Design dp_mem_responder, sky130hd; sources not shown.
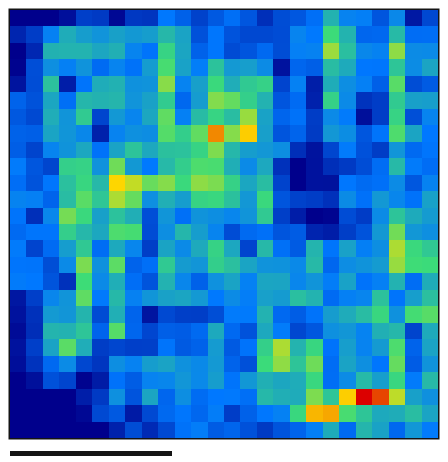
Run 1: wire density map
Scale bar: 50 um. 26 x 26 tiles, from dark blue (low) to red (high), scaled to the fullest tile. Values are wire area over tile area, all layers added.
4.0% of the tiles are nearly empty. The densest ninth of the die: south-east. 8.3% of the tiles are over half the peak. The fullest tile reaches 0.73. The mean over all tiles is 0.21.
Global Route Usage Sum: 26.2%
routed via count: 5977
per-cell routed wire length: 19.9 um
drt total wl: 23100 um

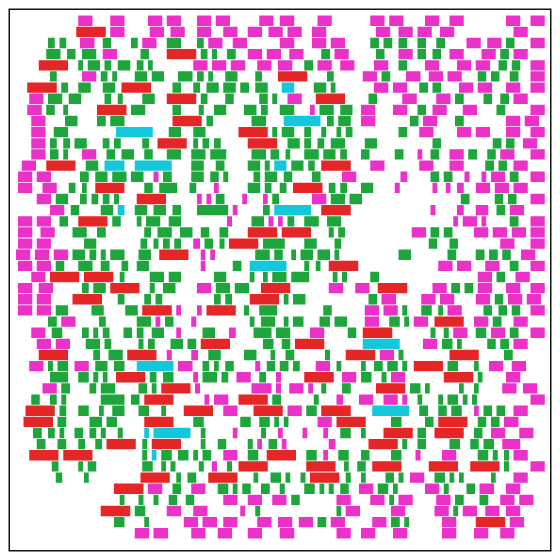
Run 1: placement by cell class
Red shows flip-flops, cells 77, share of their area 19%. Magenta shows other buffers and delay cells, cells 322, share of their area 36%. Green shows all other logic, cells 521, share of their area 41%. Cyan shows clock drivers and dummy loads, cells 15, share of their area 3.4%.
sequential cell area share: 18.6%
Util after Layout: 50.0%
final instance area: 0.00827 mm^2
core area: 0.0165 mm^2
std cell rows: 47

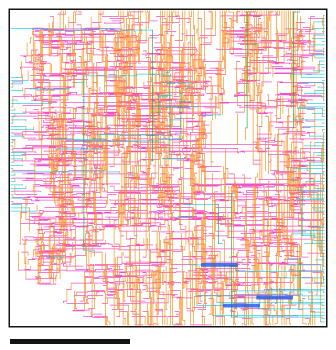
Run 1: metal layers overlaid
Scale bar: 50 um.
Magenta shows met1, wire length 9650 um. Green shows met4, wire length 396 um. Cyan shows met3, wire length 1300 um. Orange shows met2, wire length 11700 um. Blue shows met5, wire length 41.4 um.

==> run_results.csv, run 1 <==
group,metric,value,unit
global_routing,grt_util_met3,6.34,%
final_timing,holdWs,0.425,ns
floorplan,nWellTaps,220,
layout,comb.multi_input.count,515,
placed_design,place_inst,1140,
layout,diodes,1,
power,powerDensity,481,mW/mm^2
yosys,numSynthFlops,77,
power,power.switching,0.00158,W
cts,numCtsBuffers,9,
floorplan,die_x,132,um
yosys,synthCells,655,
final_timing,worst_pin_slew,0.614,ns
cts,clk_path_buf_depth,2,
layout,drive_above_1_share,3.32,%
final_timing,hold_viol,0,
critical_path,cp.arrival,2.58,ns
cts,cts_root_buf,"clkbuf_16",
yosys,mux_share,0.594,%
status,status,"completed",
layout,clkbuf_count,12,
power,combPwrFrac,43.4,%
-- run 1: synth_stat cells (4+ instances only) --
| master | n | area (um^2) |
|---|---|---|
| nor2b_1 | 7 | 43.8 |
| inv_1 | 6 | 22.5 |
| a21boi_0 | 33 | 248 |
| nand2_1 | 107 | 402 |
| ha_1 | 5 | 62.6 |
| o211a_1 | 32 | 320 |
| and2_1 | 35 | 219 |
| xor2_1 | 52 | 455 |
| xnor2_1 | 9 | 78.8 |
| buf_2 | 4 | 20.0 |
| nor4_1 | 13 | 81.3 |
| nor2_1 | 9 | 33.8 |
| clkbuf_1 | 49 | 184 |
| dfxtp_1 | 77 | 1540 |
| o21ai_0 | 39 | 195 |
| and3_1 | 97 | 607 |
| nand3_1 | 35 | 175 |
Run 1, where the registers sit:
Scale bar: 50 um. Other sequential cells in the stronger gray, the rest of the logic in the fainter gray.
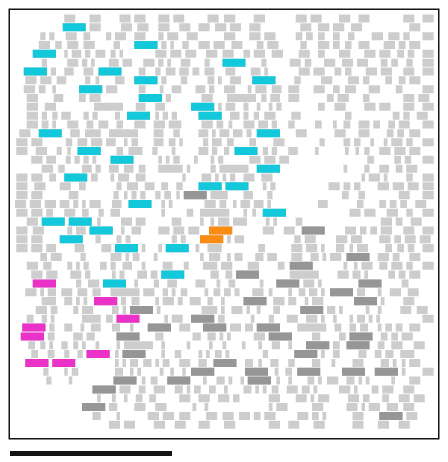

==> run 2, diff against run 1 <==
--- a/config.mk
+++ b/config.mk
@@ -8,10 +8,11 @@
 export CAP_MARGIN = 5
 export CELL_PAD_IN_SITES_DETAIL_PLACEMENT = 1
 export CELL_PAD_IN_SITES_GLOBAL_PLACEMENT = 1
+export CORE_MARGIN = 2
 export CORE_UTILIZATION = 30
 export CTS_CLUSTER_SIZE = 20
 export DETAILED_ROUTE_END_ITERATION = 7
-export GPL_TIMING_DRIVEN = 0
+export MAX_ROUTING_LAYER = met4
 export PLACE_DENSITY_LB_ADDON = 0.08
 export SLEW_MARGIN = 10
 export SYNTH_ARGS = -nofsm -noshare
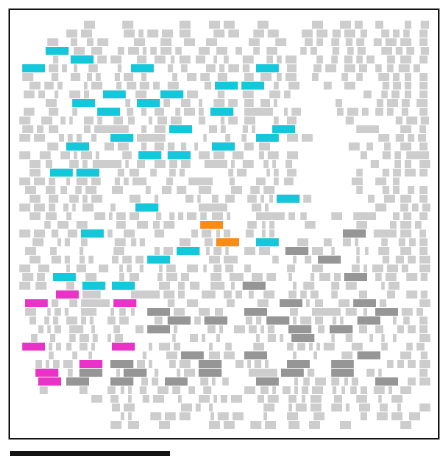
Run 2: where the registers sit
Scale bar: 50 um. Other sequential cells in the stronger gray, the rest of the logic in the fainter gray.
Orange shows state, placed flops 2. Magenta shows wait_cnt, placed flops 8, where south-west. Cyan shows addr_q, placed flops 32.
Another 35 sequential cells are not colored.
P_seq: 0.00125 W
Util after Layout: 49.2%
Sequential Area: 0.00154 mm^2
sequential cell area share: 19.0%

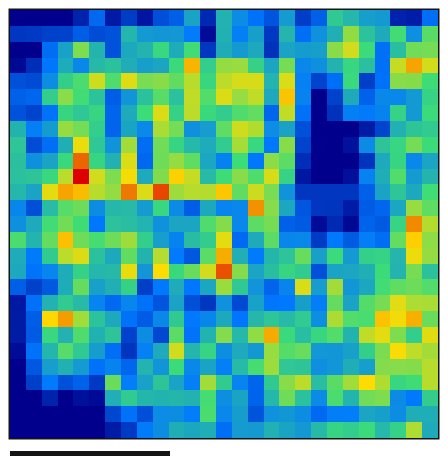
Run 2: wire density map
Scale bar: 50 um. 27 x 27 tiles, from dark blue (low) to red (high), scaled to the fullest tile. Values are wire area over tile area, all layers added.
The fullest tile reaches 0.50. 28% of the tiles are over half the peak. 5.1% of the tiles are nearly empty. The mean over all tiles is 0.19. The emptiest ninth of the die: south-west.
per-cell routed wire length: 19.4 um
routed via count: 5687
drt total wl: 21700 um
Global Route Usage Sum: 24.6%

==> run 2 against run 1 <==
  * Synthesized cell count unchanged
  * Cell area down 1.7%
  * Sequential power about the same
  * Setup slack better by 0.19 ns
  * Count of clock-buffer cells in the layout down 1
  * Final cell count down 3.0%
==> run_results.csv, run 2 <==
group,metric,value,unit
status,status,"completed",
yosys,top_area_share,30.5,%
power,power.switching,0.00153,W
layout,clkbuf_count,11,
floorplan,nWellTaps,220,
cts,numCtsBuffers,9,
yosys,top_cells_by_area,"dfxtp_1 (30%), and3_1 (12%), xor2_1 (9.0%), nand2_1 (7.9%), o211a_1 (6.3%)",
power,powerDensity,491,mW/mm^2
yosys,common_cells,"nand2_1 (107), and3_1 (97), dfxtp_1 (77), xor2_1 (52), clkbuf_1 (49)",
cts,clk_path_buf_depth,2,
layout,diodes,4,
global_routing,grt_util_met3,6.65,%
yosys,numSynthFlops,77,
yosys,top_area_cell,"dfxtp_1",
floorplan,die_x,134,um
final_timing,worst_pin_slew,0.630,ns
power,combPwrFrac,41.5,%
placed_design,place_inst,1101,
yosys,synth_top_cell_by_count,"nand2_1",
final_timing,hold_viol,0,
floorplan,coreArea,0.0165,mm^2
layout,comb.multi_input.count,515,
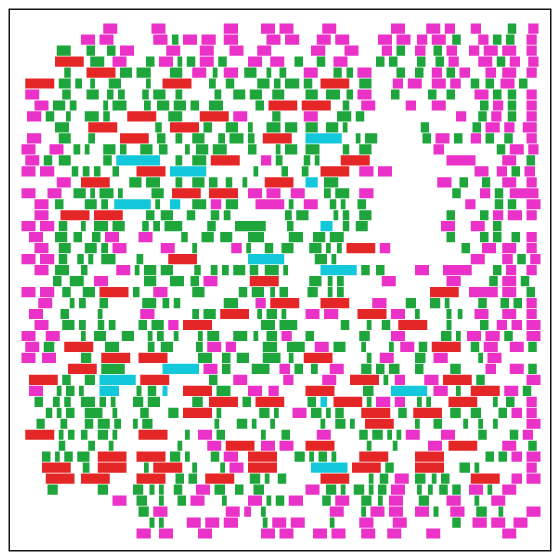
Run 2: placement by cell class
Cyan shows clock drivers and dummy loads, cells 16, share of their area 3.9%. Green shows all other logic, cells 521, share of their area 42%. Magenta shows other buffers and delay cells, cells 283, share of their area 34%. Red shows flip-flops, cells 77, share of their area 20%.
final instance area: 0.00813 mm^2

[run 2: netlist changes by cell type in the layout (fill, tap and decap cells not counted), sizes merged]
cell           before  now
dlymetal6s2s        1    0
clkinvlp            0    1
clkbuf             62   11
dlygate4sd2         1    0
diode               1    4
buf                 7   76
bufinv              0    1
clkdlybuf4s50     263  207
[run 2: critical path, cell delays in order (launching register included)]
cell	delay, ns
dfxtp_1	0.35
inv_1	0.10
ha_1	0.43
buf_4	0.31
and3_1	0.18
clkdlybuf4s50_1	0.67
[run 2: kinds of logic after synthesis]
group           synth area share [%]
xor+xnor                        10.6
compound gates                  18.4
fa+ha+maj                       1.24
flops                           30.5
buf+inv                         4.97
simple gates                    33.8
mux                            0.594
Power is estimated from default activity; no workload was simulated.
